`config.mk`:
```
export PLATFORM = sky130hd
export DESIGN_NAME = step_sequencer_flat
export DESIGN_NICKNAME = d
export VERILOG_FILES = /design/src/rtl/step_sequencer_if.sv /design/src/rtl/step_sequencer.sv /design/src/flat_wrapper.sv
export SDC_FILE = /design/constraint.sdc
export NUM_CORES = 1
export LEC_CHECK = 0
export ABC_AREA = 1
export CAP_MARGIN = 10
export CORE_MARGIN = 5
export CORE_UTILIZATION = 25
export CTS_BUF_LIST = sky130_fd_sc_hd__clkbuf_4 sky130_fd_sc_hd__clkbuf_8
export DETAILED_ROUTE_END_ITERATION = 16
export SYNTH_ARGS = -nofsm -noshare
export SYNTH_HDL_FRONTEND = slang
export SYNTH_SLANG_ARGS = --single-unit
```
`constraint.sdc`:
```
create_clock -name clk -period 3.1 [get_ports clk]
set_clock_uncertainty 0.05 [all_clocks]
set_input_delay 0.93 -clock clk [delete_from_list [all_inputs] [get_ports clk]]
set_output_delay 0.93 -clock clk [all_outputs]
set_load 0.02 [all_outputs]
```
`src/rtl/step_sequencer_if.sv`:
```
// Control bus between the microcode controller and step_sequencer.
// The instr_count signal exists only when STEP_SEQ_INSTR_COUNT_EN is defined.
interface step_sequencer_if;
   logic        run;
   logic        halt;
   logic        step_req;
   logic        step_clr;
   logic        hold;
   logic [2:0]  step;
   logic [2:0]  dec_en;
   logic        instr_start;
   logic        halted;
`ifdef STEP_SEQ_INSTR_COUNT_EN
   logic [15:0] instr_count;

   modport master (
      output run, halt, step_req, step_clr, hold,
      input  step, dec_en, instr_start, halted, instr_count
   );

   modport slave (
      input  run, halt, step_req, step_clr, hold,
      output step, dec_en, instr_start, halted, instr_count
   );
`else
   modport master (
      output run, halt, step_req, step_clr, hold,
      input  step, dec_en, instr_start, halted
   );

   modport slave (
      input  run, halt, step_req, step_clr, hold,
      output step, dec_en, instr_start, halted
   );
`endif
endinterface

```
`src/rtl/step_sequencer.sv`:
```
// Microcode step sequencer driving the select/enable pins of an SN74138 step decoder.
// Optional instruction counter enabled by defining STEP_SEQ_INSTR_COUNT_EN.
module step_sequencer #(
   parameter int MAX_STEP = 7
) (
   input logic             clk,
   input logic             rst_b,
   step_sequencer_if.slave bus
);

   typedef enum logic [1:0] {
      IDLE  = 2'd0,
      RUN   = 2'd1,
      HALT  = 2'd2,
      SSTEP = 2'd3
   } state_t;

   localparam logic [2:0] LAST_STEP = 3'(MAX_STEP);

   state_t     state_q;
   state_t     state_d;
   logic [2:0] step_q;
   logic [2:0] step_d;
   logic       instr_start_q;
   logic       instr_start_d;
   logic [2:0] dec_en_q;
   logic       halted_q;
   logic       req_q;
   logic       req_edge_q;
   logic       at_boundary;

   // The step_req edge is registered, so SSTEP starts one cycle after the edge is seen.
   always_ff @(posedge clk or negedge rst_b) begin
      if (!rst_b) begin
         req_q      <= 1'b0;
         req_edge_q <= 1'b0;
      end else begin
         req_q      <= bus.step_req;
         req_edge_q <= bus.step_req & ~req_q;
      end
   end

   always_comb begin
      state_d       = state_q;
      step_d        = step_q;
      instr_start_d = 1'b0;
      at_boundary   = (step_q == LAST_STEP) || bus.step_clr;
      if (!bus.hold) begin
         case (state_q)
            IDLE: begin
               if (bus.run) begin
                  state_d       = RUN;
                  instr_start_d = 1'b1;
               end
            end
            RUN: begin
               if (at_boundary) begin
                  step_d = 3'd0;
                  if (bus.halt) begin
                     state_d = HALT;
                  end else if (!bus.run) begin
                     state_d = IDLE;
                  end else begin
                     instr_start_d = 1'b1;
                  end
               end else begin
                  step_d = step_q + 3'd1;
               end
            end
            HALT: begin
               if (req_edge_q) begin
                  state_d       = SSTEP;
                  instr_start_d = 1'b1;
               end else if (!bus.halt && bus.run) begin
                  state_d       = RUN;
                  instr_start_d = 1'b1;
               end
            end
            SSTEP: begin
               if (at_boundary) begin
                  step_d  = 3'd0;
                  state_d = HALT;
               end else begin
                  step_d = step_q + 3'd1;
               end
            end
            default: begin
               state_d = IDLE;
               step_d  = 3'd0;
            end
         endcase
      end
   end

   // Decoder enables are flopped from the next state so they never glitch into the ROM strobes.
   always_ff @(posedge clk or negedge rst_b) begin
      if (!rst_b) begin
         state_q       <= IDLE;
         step_q        <= 3'd0;
         instr_start_q <= 1'b0;
         dec_en_q      <= 3'b000;
         halted_q      <= 1'b0;
      end else begin
         state_q       <= state_d;
         step_q        <= step_d;
         instr_start_q <= instr_start_d;
         dec_en_q      <= ((state_d == RUN) || (state_d == SSTEP)) ? 3'b100 : 3'b000;
         halted_q      <= (state_d == HALT);
      end
   end

`ifdef STEP_SEQ_INSTR_COUNT_EN
   logic [15:0] instr_count_q;

   // instr_start_d is never set during hold, so the count freezes with the step.
   always_ff @(posedge clk or negedge rst_b) begin
      if (!rst_b) begin
         instr_count_q <= 16'd0;
      end else if (instr_start_d) begin
         instr_count_q <= instr_count_q + 16'd1;
      end
   end

   assign bus.instr_count = instr_count_q;
`endif

   assign bus.step        = step_q;
   assign bus.dec_en      = dec_en_q;
   assign bus.instr_start = instr_start_q;
   assign bus.halted      = halted_q;

endmodule

```
`src/flat_wrapper.sv`:
```
// flat-port wrapper written by rule: the top's interface ports become plain ports
module step_sequencer_flat 
#(
   parameter int MAX_STEP = 7
)
  (clk, rst_b, bus_run, bus_halt, bus_step_req, bus_step_clr, bus_hold, bus_step, bus_dec_en, bus_instr_start, bus_halted);
  step_sequencer_if bus_i ();
  input logic clk;
  input logic rst_b;
  input wire logic [$bits(bus_i.run)-1:0] bus_run;
  input wire logic [$bits(bus_i.halt)-1:0] bus_halt;
  input wire logic [$bits(bus_i.step_req)-1:0] bus_step_req;
  input wire logic [$bits(bus_i.step_clr)-1:0] bus_step_clr;
  input wire logic [$bits(bus_i.hold)-1:0] bus_hold;
  output wire logic [$bits(bus_i.step)-1:0] bus_step;
  output wire logic [$bits(bus_i.dec_en)-1:0] bus_dec_en;
  output wire logic [$bits(bus_i.instr_start)-1:0] bus_instr_start;
  output wire logic [$bits(bus_i.halted)-1:0] bus_halted;
  assign bus_i.run = bus_run;
  assign bus_i.halt = bus_halt;
  assign bus_i.step_req = bus_step_req;
  assign bus_i.step_clr = bus_step_clr;
  assign bus_i.hold = bus_hold;
  assign bus_step = bus_i.step;
  assign bus_dec_en = bus_i.dec_en;
  assign bus_instr_start = bus_i.instr_start;
  assign bus_halted = bus_i.halted;
  step_sequencer #(.MAX_STEP(MAX_STEP)) u_core (.clk(clk), .rst_b(rst_b), .bus(bus_i));
endmodule
```
**Metal layers overlaid**

(6 px per µm) Two of the layers only.
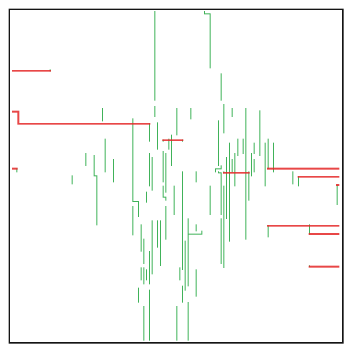
| color | layer | wire length |
|---|---|---|
| green | M2 | 415 µm |
| red | M3 | 79.1 µm |
mean routed wirelength per cell: 9.78 µm
total detailed-routing wirelength: 939 µm
overall global routing resource usage: 0.0638
DR vias: 392

**Sequential cells grouped by signal name**

(10 px per µm) Other sequential cells in the stronger gray, the rest of the logic in the fainter gray.
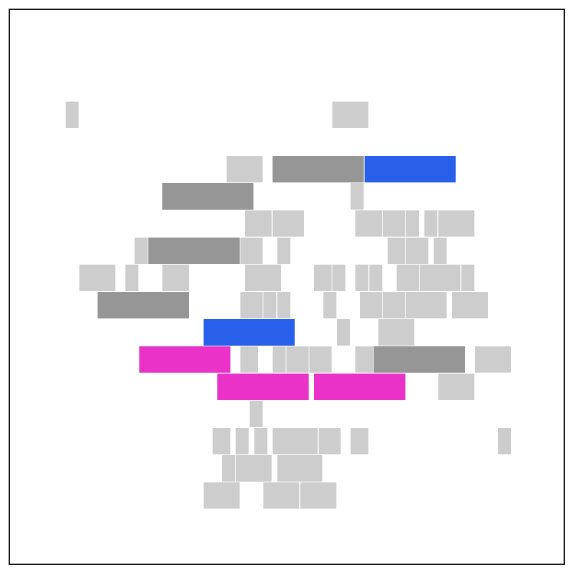
| color | signal | placed flops |
|---|---|---|
| blue | u_core.state_q | 2 |
| magenta | u_core.bus.step | 3 |
not colored: 5
flop share of the area: 0.375
core utilization of the finished layout: 0.341
area of all sequential standard cells: 250 µm²

## routing by layer
metal  global-route usage  vias up  routed length [µm]  part of all wire
met5                    0        -                   0                 0
li1                     -      204                   -                 -
met4               0.0104        0                   0                 0
met3               0.0490        0                  79             0.084
met1               0.0794      175                 445              0.47
met2               0.0878       13                 415              0.44
## flip-flops by register name, summed over array words and instances, names as in the netlist
signal                  count
u_core.bus.step             3
u_core.req_edge_q           1
u_core.state_q              2
u_core.bus.dec_en           1
u_core.bus.instr_start      1
u_core.req_q                1
u_core.bus.halted           1
## cells by family (layout without fill, tap and decap cells)
family,after synthesis,after routing
flops,10,10
compound gates,11,11
other cells,1,2
fa+ha+maj,2,2
simple gates,23,23
buf+inv,9,21
==> impl_metrics.tcl <==
# implementation run metrics
set metrics [dict create \
    crit_start "u_core.bus.step[0]" \
    place_ws_ns 1.03 \
    cts_root_buf "sky130_fd_sc_hd__clkbuf_4" \
    clkTransAtPathRegs_ns 0.06 \
    rr_startpoint "u_core.bus.step[0]" \
    crit_path_end_kind "primary output" \
    comb.multi_input.count 38 \
    maxCapViolCount 0 \
    ys_seq_frac 0.487 \
    vdd_ir_drop_max_uv 250 \
    area_dominant_class "registers" \
    timing.final.crit_period_ns 2.26 \
    synth.yosys.chip_area_um2 514 \
    input_output_buffers 12 \
    post_synth_instance_area_um2 514 \
    clock_tree_buffer_count_of_the_final_layout 3 \
    buffers_excl_clock 12 \
    final-hold-violation-count 0 \
    timing.hold.worst.class "flop to flop" \
    critical_path.slowest_cell "sky130_fd_sc_hd__clkdlybuf4s50_1" \
    worst_path_dominant_cell_family "buffers and inverters" \
    mostFrequentLayoutCell "sky130_fd_sc_hd__clkdlybuf4s50_1" \
    leading_power_group "combinational logic" \
    powerDensity_mw_per_mm2 800 \
    gr-total-overflow 0 \
    slowest_cell_delay_on_critical_path_ns 0.62 \
    tool_warnings 26 \
    area_added_between_synthesis_and_finish_pct 29.9 \
    cp_cell_sequence "clkdlybuf4s50_1" \
    sh_comb_area 0.328 \
    synth.area.top_cells "sky130_fd_sc_hd__dfrtp_1, sky130_fd_sc_hd__nand2_1, sky130_fd_sc_hd__nor2_2" \
    yosys-top-cells-count "sky130_fd_sc_hd__dfrtp_1, sky130_fd_sc_hd__nand2_1, sky130_fd_sc_hd__nor2_2" \
    syn-mean-instance-area_um2 9.18 \
    muxShareOfSynthArea 0 \
    clock_tree_from_tritoncts "done" \
    cp.buffers_inverters 1 \
    grt_max_degree 11 \
    first_global_vias 341 \
    ff_type "sky130_fd_sc_hd__dfrtp_1" \
    whs_ns 0.350 \
    area.combinational_um2 219 \
    worst-endpoint-required_ns 2.12 \
    power.switching_uw 209 \
    die_height_um 55.4 \
    antenna_found_initial 0 \
    placedCellCount 93 \
    power_combinational_uw 238 \
    edff_count_synth 0 \
    cts_max_path_buffers 2 \
    pg_seq_uw 212 \
    synth.cellmix.simpleShare 0.238 \
    final_max_slew_viol_count 0 \
    crit_path_end "bus_step[0]" \
    cts_hold_buf 0 \
    power.leakage_nw 0.307 \
    synth_compound_gate_area_share 0.124 \
    post_route_drc_violation_count 0 \
    clk-power_uw 84.7 \
    seq_power_share 0.397 \
    critical_path_class "flop to primary output" \
    clock_power_share 0.158 \
    swShare 0.391 \
    final_nets 80 \
    outcome "complete, no violations" \
    htree_num_levels 1 \
    die.size.x_um 55.4 \
    worstHoldStart "u_core.req_q" \
    crit_fanout 4 \
]
